## src/rtl/systolic_deskew.sv

```systemverilog
// Output-side deskew for a systolic array: lane i is delayed LANES-1-i cycles so the
// diagonal result wavefront lands as one registered parallel beat, with row/tile tracking.

module systolic_deskew_lane #(
  parameter int WIDTH = 16,
  parameter int DEPTH = 0
) (
  input  logic             clk,
  input  logic             reset,
  input  logic [WIDTH-1:0] d,
  input  logic             v,
  output logic [WIDTH-1:0] q,
  output logic             qv
);
  generate
    if (DEPTH == 0) begin : g_thru
      assign q  = d;
      assign qv = v;
    end else begin : g_dly
      logic [DEPTH-1:0][WIDTH-1:0] dat_pipe;
      logic [DEPTH-1:0]            vld_pipe;

      always_ff @(posedge clk) begin
        if (reset) begin
          dat_pipe <= '0;
          vld_pipe <= '0;
        end else begin
          dat_pipe[0] <= d;
          vld_pipe[0] <= v;
          for (int k = 1; k < DEPTH; k++) begin
            dat_pipe[k] <= dat_pipe[k-1];
            vld_pipe[k] <= vld_pipe[k-1];
          end
        end
      end

      assign q  = dat_pipe[DEPTH-1];
      assign qv = vld_pipe[DEPTH-1];
    end
  endgenerate
endmodule

module systolic_deskew #(
  parameter int WIDTH = 16,
  parameter int LANES = 4,
  parameter int ROWS  = 4,
  parameter int CNT_W = $clog2(ROWS) + 1
) (
  input  logic                   clk,
  input  logic                   reset,
  input  logic [LANES*WIDTH-1:0] in_data,
  input  logic [LANES-1:0]       in_valid,
  output logic [LANES*WIDTH-1:0] out_data,
  output logic                   out_valid,
  output logic                   out_last,
  output logic [CNT_W-1:0]       row_count,
  output logic                   skew_err
);
  logic [LANES-1:0][WIDTH-1:0] ad;
  logic [LANES-1:0]            av;
  logic                        beat, partial, wrap;

  generate
    for (genvar i = 0; i < LANES; i++) begin : g_lane
      systolic_deskew_lane #(.WIDTH(WIDTH), .DEPTH(LANES-1-i)) u_lane (
        .clk   (clk),
        .reset (reset),
        .d     (in_data[i*WIDTH +: WIDTH]),
        .v     (in_valid[i]),
        .q     (ad[i]),
        .qv    (av[i])
      );
    end
  endgenerate

  // A beat needs every lane of the row aligned in the same cycle; anything less is dropped.
  assign beat    = &av;
  assign partial = (|av) && !beat;
  assign wrap    = (row_count == CNT_W'(ROWS-1));

  always_ff @(posedge clk) begin
    if (reset) begin
      out_data  <= '0;
      out_valid <= 1'b0;
      out_last  <= 1'b0;
      row_count <= '0;
      skew_err  <= 1'b0;
    end else begin
      out_valid <= beat;
      out_last  <= beat && wrap;
      if (beat) begin
        out_data  <= ad;
        row_count <= wrap ? '0 : row_count + CNT_W'(1);
      end
      if (partial) skew_err <= 1'b1;
    end
  end
endmodule

```

## config.mk

```make
export PLATFORM = sky130hd
export DESIGN_NAME = systolic_deskew
export DESIGN_NICKNAME = d
export VERILOG_FILES = /design/src/rtl/systolic_deskew.sv
export SDC_FILE = /design/constraint.sdc
export NUM_CORES = 1
export LEC_CHECK = 0
export CELL_PAD_IN_SITES_DETAIL_PLACEMENT = 1
export CELL_PAD_IN_SITES_GLOBAL_PLACEMENT = 2
export CORE_MARGIN = 5
export CORE_UTILIZATION = 31
export DETAILED_ROUTE_END_ITERATION = 7
export GPL_ROUTABILITY_DRIVEN = 0
export PLACE_DENSITY_LB_ADDON = 0.2
export SLEW_MARGIN = 15
export SYNTH_ARGS = -nofsm -noshare
export SYNTH_HDL_FRONTEND = slang
export SYNTH_SLANG_ARGS = --single-unit
export TNS_END_PERCENT = 100
```

## constraint.sdc

```tcl
create_clock -name clk -period 2.2 [get_ports clk]
set_input_delay 0.22 -clock clk [delete_from_list [all_inputs] [get_ports clk]]
set_output_delay 0.22 -clock clk [all_outputs]
set_load 0.1 [all_outputs]
```

Cell area per tile:
The die is cut into 14 by 14 equal tiles; white is low, dark blue is high, 0 to 100% covered.
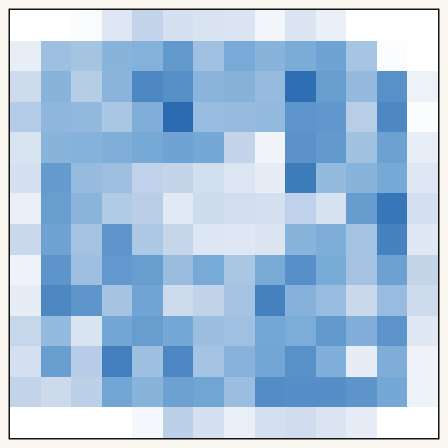
0.50% of the tiles are over 75% full. The fullest tile reaches 77%. 7.1% of the tiles are nearly empty.

Cell outlines without signal wires:
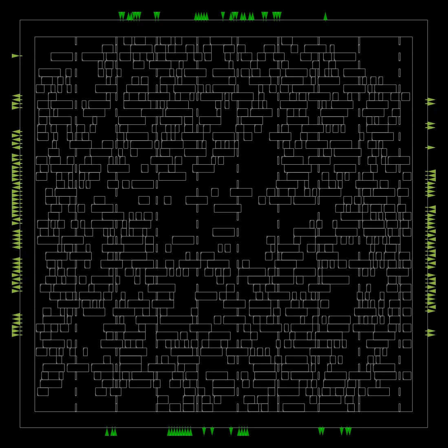
area of the core region: 16470 sq um
sequential share of cell area: 48.28%
fill cell count: 1852

Pin placement:
Scale bar: 50 um. Pins as bars across the die edge, other pins in gray.
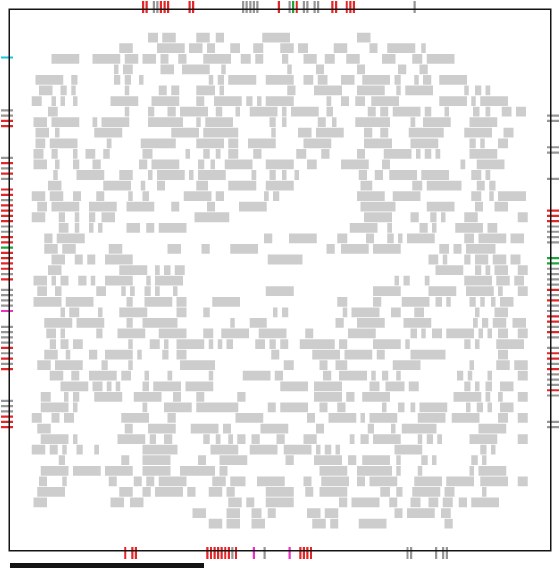
Key: cyan = clk [pins 1, direction input, edge left]; magenta = row_count [pins 3, direction output, edge 2 bottom, 1 left]; green = in_valid [pins 4, direction input, edge 2 right, 1 left, 1 top]; red = in_data [pins 64, direction input, edge 23 left, 15 bottom, 14 top, 12 right]
All pins by edge: 48 left, 40 right, 28 top, 24 bottom.

==> flow_summary.json <==
{
  "crit_slowest_cell": "sky130_fd_sc_hd__dfxtp_1",
  "insertion_delay_ps": 410,
  "final_period_minus_worst_setup_slack_ps": 1330,
  "number_of_antenna_violations_at_the_first_check_in_global_routing": 0,
  "ctsHtreeMaxLevel": 4,
  "postLayoutSetupSlackWorst_ps": 869.6,
  "via_count_of_the_first_global_routing_pass": 3838,
  "reg2reg_slack_ps": 880,
  "cell_total_in_the_yosys_stat_output": 516,
  "run_status": "complete, no violations",
  "min-delay-start": "reset",
  "worstHoldPathCells": 2,
  "number_of_cell_instances_on_the_worst_register_to_register_path": 4,
  "adder_area_share_pct": 0.2424,
  "share_comb_of_total_power_pct": 4.1,
  "fin_setup_tns_ps": 0,
  "drt_first_pass_iters": 4,
  "switching_pwr_mw": 1.286,
  "report.power.total_mw": 6.266,
  "clock_path_buffers": 2
}
Sizing map:
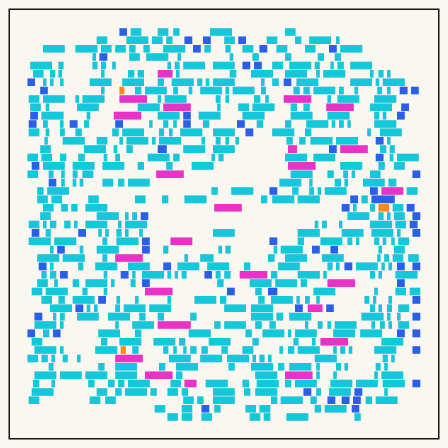
Key: cyan = x1 and smaller [cells 553, most used dfxtp_1]; blue = x3 and x4 [cells 82, most used buf_4]; magenta = x6 and larger [cells 24, most used clkbuf_16]; orange = x2 [cells 3, most used clkinv_2]

A small window of the routed layout:
Region (94, 94) to (114, 114) um. Cells in gray, sequential cells in the stronger gray; small squares are vias.
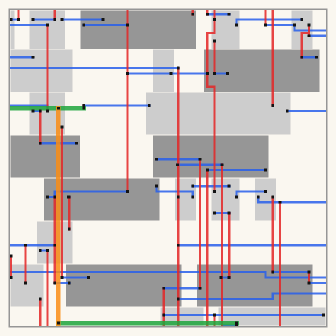
Key: green = M3; red = M2; orange = M4; blue = M1
Most frequent: dfxtp_1 (7), nor2b_1 (4), nand2_1 (3). 18 logic cells have their middle in the window. Netlist names of flops here include g_lane.u_lane.q (3), g_lane.u_lane.g_dly.dat_pipe (2), out_data (2). Sequential cells in the window: 7.

-- synthesized netlist by cell type --
cell / instances / area [sq um]
sky130_fd_sc_hd__dfxtp_1: 172 / 3443
sky130_fd_sc_hd__and2_1: 1 / 6.260
sky130_fd_sc_hd__buf_1: 1 / 3.750
sky130_fd_sc_hd__a21oi_1: 68 / 340.3
sky130_fd_sc_hd__nand4_2: 1 / 12.51
sky130_fd_sc_hd__nor2_1: 2 / 7.510
sky130_fd_sc_hd__ha_1: 1 / 12.51
sky130_fd_sc_hd__nor2b_1: 103 / 644.4
sky130_fd_sc_hd__nand2_1: 131 / 491.7
sky130_fd_sc_hd__nand2b_1: 1 / 6.260
sky130_fd_sc_hd__or4_1: 1 / 7.510
sky130_fd_sc_hd__and4_1: 1 / 8.760
sky130_fd_sc_hd__clkbuf_1: 18 / 67.56
sky130_fd_sc_hd__buf_6: 5 / 56.30
sky130_fd_sc_hd__or3_1: 1 / 6.260
sky130_fd_sc_hd__buf_4: 1 / 7.510
sky130_fd_sc_hd__buf_2: 8 / 40.04
-- state kept, by name, summed over array words and instances (netlist names) --
| name | flops |
|---|---|
| row_count | 3 |
| g_lane.u_lane.g_dly.dat_pipe | 48 |
| out_valid | 1 |
| out_data | 64 |
| skew_err | 1 |
| out_last | 1 |
| g_lane.u_lane.g_dly.vld_pipe | 5 |
| g_lane.u_lane.q | 48 |
| g_lane.u_lane.qv | 1 |
-- routing by layer --
| layer | routed length, um | vias to the layer above |
|---|---|---|
| met5 | 0 | - |
| met4 | 218 | 0 |
| met3 | 1052 | 18 |
| met2 | 5217 | 104 |
| met1 | 5194 | 1715 |
| li1 | - | 1881 |
